`src/rtl/be_redirect_unit.sv`:
```
// Back-end redirect generator: tracks the oldest outstanding mispredict by ROB age,
// fires a one-cycle redirect when that branch commits, then holds a back-end flush.
module be_redirect_unit #(
  parameter int word_width_p    = 16,
  parameter int rob_tag_width_p = 5,
  parameter int drain_cycles_p  = 2
) (
  input  logic                       clk_i,
  input  logic                       reset_i,
  input  logic                       br_v_i,
  input  logic [rob_tag_width_p-1:0] br_tag_i,
  input  logic                       br_mispredict_i,
  input  logic [word_width_p-1:0]    br_target_i,
  input  logic [rob_tag_width_p-1:0] rob_head_i,
  input  logic                       commit_v_i,
  input  logic [rob_tag_width_p-1:0] commit_tag_i,
  output logic                       be_fe_mispredict_o,
  output logic [word_width_p-1:0]    be_fe_redirected_pc_o,
  output logic                       flush_o,
  output logic                       pending_o
);

  localparam int cnt_width_lp = $clog2(drain_cycles_p + 1);

  localparam logic [1:0] state_idle     = 2'd0;
  localparam logic [1:0] state_pending  = 2'd1;
  localparam logic [1:0] state_redirect = 2'd2;
  localparam logic [1:0] state_drain    = 2'd3;

  logic [1:0]                 state_q, state_d;
  logic [rob_tag_width_p-1:0] pend_tag_q, pend_tag_d;
  logic [word_width_p-1:0]    pend_target_q, pend_target_d;
  logic [cnt_width_lp-1:0]    cnt_q, cnt_d;
  logic                       mispredict_q, mispredict_d;
  logic [word_width_p-1:0]    pc_q, pc_d;
  logic                       flush_q, flush_d;
  logic                       pending_q, pending_d;

  // Ages are distances from the ROB head; modular subtraction handles tag wrap.
  logic [rob_tag_width_p-1:0] br_age, pend_age;
  logic                       br_mis;

  always_comb begin
    br_age        = br_tag_i - rob_head_i;
    pend_age      = pend_tag_q - rob_head_i;
    br_mis        = br_v_i & br_mispredict_i;
    state_d       = state_q;
    pend_tag_d    = pend_tag_q;
    pend_target_d = pend_target_q;
    cnt_d         = cnt_q;

    case (state_q)
      state_idle: begin
        if (br_mis) begin
          pend_tag_d    = br_tag_i;
          pend_target_d = br_target_i;
          state_d       = state_pending;
        end
      end
      state_pending: begin
        // A matching commit takes priority; any same-cycle resolution is younger and dropped.
        if (commit_v_i && (commit_tag_i == pend_tag_q)) begin
          state_d = state_redirect;
        end else if (br_mis && (br_age < pend_age)) begin
          pend_tag_d    = br_tag_i;
          pend_target_d = br_target_i;
        end
      end
      state_redirect: begin
        cnt_d   = cnt_width_lp'(drain_cycles_p);
        state_d = state_drain;
      end
      default: begin
        cnt_d = cnt_q - cnt_width_lp'(1);
        if (cnt_q == cnt_width_lp'(1)) begin
          state_d = state_idle;
        end
      end
    endcase

    // Outputs are registered copies of the next-state decode.
    mispredict_d = (state_d == state_redirect);
    flush_d      = (state_d == state_redirect) || (state_d == state_drain);
    pending_d    = (state_d == state_pending);
    pc_d         = (state_d == state_redirect) ? pend_target_q : pc_q;
  end

  always_ff @(posedge clk_i or posedge reset_i) begin
    if (reset_i) begin
      state_q       <= state_idle;
      pend_tag_q    <= '0;
      pend_target_q <= '0;
      cnt_q         <= '0;
      mispredict_q  <= 1'b0;
      pc_q          <= '0;
      flush_q       <= 1'b0;
      pending_q     <= 1'b0;
    end else begin
      state_q       <= state_d;
      pend_tag_q    <= pend_tag_d;
      pend_target_q <= pend_target_d;
      cnt_q         <= cnt_d;
      mispredict_q  <= mispredict_d;
      pc_q          <= pc_d;
      flush_q       <= flush_d;
      pending_q     <= pending_d;
    end
  end

  assign be_fe_mispredict_o    = mispredict_q;
  assign be_fe_redirected_pc_o = pc_q;
  assign flush_o               = flush_q;
  assign pending_o             = pending_q;

endmodule
```
`config.mk`:
```
export PLATFORM = sky130hd
export DESIGN_NAME = be_redirect_unit
export DESIGN_NICKNAME = d
export VERILOG_FILES = /design/src/rtl/be_redirect_unit.sv
export SDC_FILE = /design/constraint.sdc
export NUM_CORES = 1
export LEC_CHECK = 0
export CAP_MARGIN = 20
export CORE_ASPECT_RATIO = 0.9
export CORE_MARGIN = 3
export CORE_UTILIZATION = 52
export CTS_CLUSTER_DIAMETER = 200
export DETAILED_ROUTE_END_ITERATION = 8
export GPL_TIMING_DRIVEN = 0
export PLACE_DENSITY = 0.8
export SETUP_SLACK_MARGIN = 0.3
export SYNTH_ARGS = -nofsm -noshare
export SYNTH_HDL_FRONTEND = slang
export SYNTH_SLANG_ARGS = --single-unit
```
`constraint.sdc`:
```
create_clock -name clk_i -period 3.2 [get_ports clk_i]
set_input_delay 0.64 -clock clk_i [delete_from_list [all_inputs] [get_ports clk_i]]
set_output_delay 0.64 -clock clk_i [all_outputs]
set_load 0.02 [all_outputs]
```
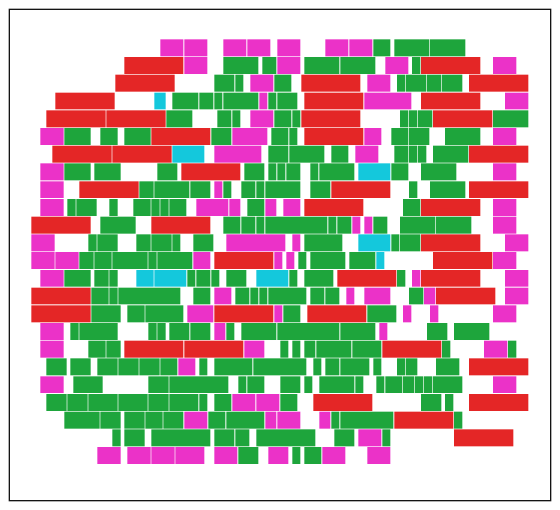
Fig. 1. Cells coloured by class.
class	colour	cells	share of their area
flip-flops	red	43	29%
all other logic	green	213	49%
other buffers and delay cells	magenta	83	20%
clock drivers and dummy loads	cyan	8	2.3%

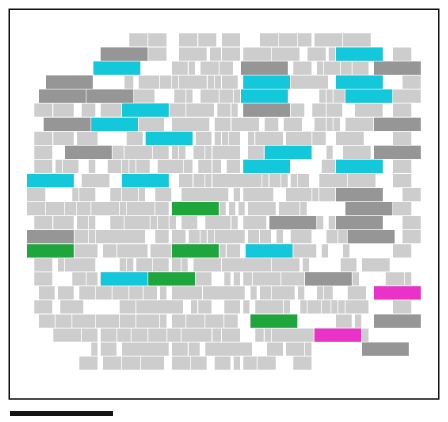
Fig. 2. Register map, names as in the netlist.
The bar under the picture is 20 um long.
signal	colour	flops
cnt_q	magenta	2
pend_tag_q	green	5
pend_target_q	cyan	16
not coloured	20
Seq area share: 27.95%
Sequential Power: 1020 uW

==> impl_metrics.json <==
{
  "layout.nonclk_buf_share_pct": 19.56,
  "relSlewSlack_pct": 39.23,
  "p_int_uw": 2372,
  "aoi_share_pct": 17.34,
  "fmax_mhz": 346.1,
  "crit_cells": 13,
  "synth_top_cell_by_area": "dfrtp_1",
  "p_total_uw": 4284,
  "tapCellCount": 65,
  "comb.multi_input.count": 203,
  "placed_area_sq_um": 3386,
  "fin_hold_ws_ps": 500.6,
  "drive_above_1_share_pct": 25.65,
  "nNonClkInverters": 10,
  "synth_seq_share_pct": 38.93,
  "wl_met3_um": 491,
  "common_cells": "47 x nand2_1, 43 x dfrtp_1, 21 x a221oi_1, 21 x o311ai_0",
  "switchingPower_uw": 1911,
  "port_buffers": 54,
  "cp_cell_sequence": "clkdlybuf4s50_1 -> inv_1 -> ha_4 -> a21o_1 -> a21oi_2 -> xnor2_1 -> ha_1 -> o21ai_2 -> a21oi_2 -> buf_6 -> clkbuf_16 -> a221oi_4 -> o311ai_2",
  "synthArstFlopShare_pct": 100.0,
  "ir_drop_v": 0.0006243,
  "cp.arrival_ps": 3040,
  "edf_count": 0,
  "power_frac_clock_pct": 7.9,
  "cts_resized": 67,
  "top_usage_layer": "met2",
  "core_sq_um": 4985,
  "cts_tree": "done",
  "hold_class": "register to register",
  "ys_warn_count": 0,
  "maxCapViolations": 0,
  "cts.sinks": 43,
  "nNonClkBuffers": 83,
  "fin_nets": 397,
  "power_clock_uw": 340,
  "nFlopsAndLatches": 43,
  "ys.flop_type": "dfrtp_1",
  "worstSetupPathType": "input port to register",
  "ys_types": 34,
  "use_met1_pct": 32.71,
  "holdPathEnd": "cnt_q[0]",
  "start_kind": "input port",
  "fin_setup_tns_ps": 0,
  "cp_slowest_cell": "clkdlybuf4s50_1",
  "htreeDepth": 2,
  "power.leakage_uw": 0.001457,
  "startpoint": "rob_head_i[2]",
  "die_w_um": 82.85,
  "status": "complete, no violations",
  "post_synth_instance_area_sq_um": 2764,
  "rsz0062_at_grt": "no",
  "ys.flops": 43,
  "r2r_slack_ps": 400,
  "viasPerCell": 6.235,
  "drc": 0,
  "clock_skew_ps": 9.424,
  "cp-end-kind": "register",
  "final_common_cell": "clkdlybuf4s50_1",
  "cts-root-buf": "clkbuf_8",
  "numCtsBuffers": 5,
  "ant_nets": 0,
  "final_cells": 412,
  "ys_top_logic_family": "simple AND/OR/NAND/NOR gates",
  "dp_hpwl_mm": 5.060,
  "crit_buf_inv": 4
}
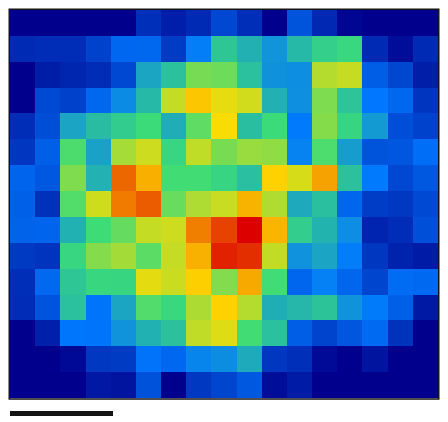
Fig. 3. Routed metal per tile.
The bar under the picture is 20 um long. The die is cut into 17 by 15 equal tiles; dark blue is low, red is high, scaled to the fullest tile. Values are wire area over tile area, all layers added.
fullest tile	0.64
tiles over half the peak	26%
densest ninth of the die	centre
Avg WL per Cell: 19.43 um
routed vias: 2569
Tot GR Track Use: 23.91%
final wirelength: 8.006 mm

Power and IR drop assume default switching activity.
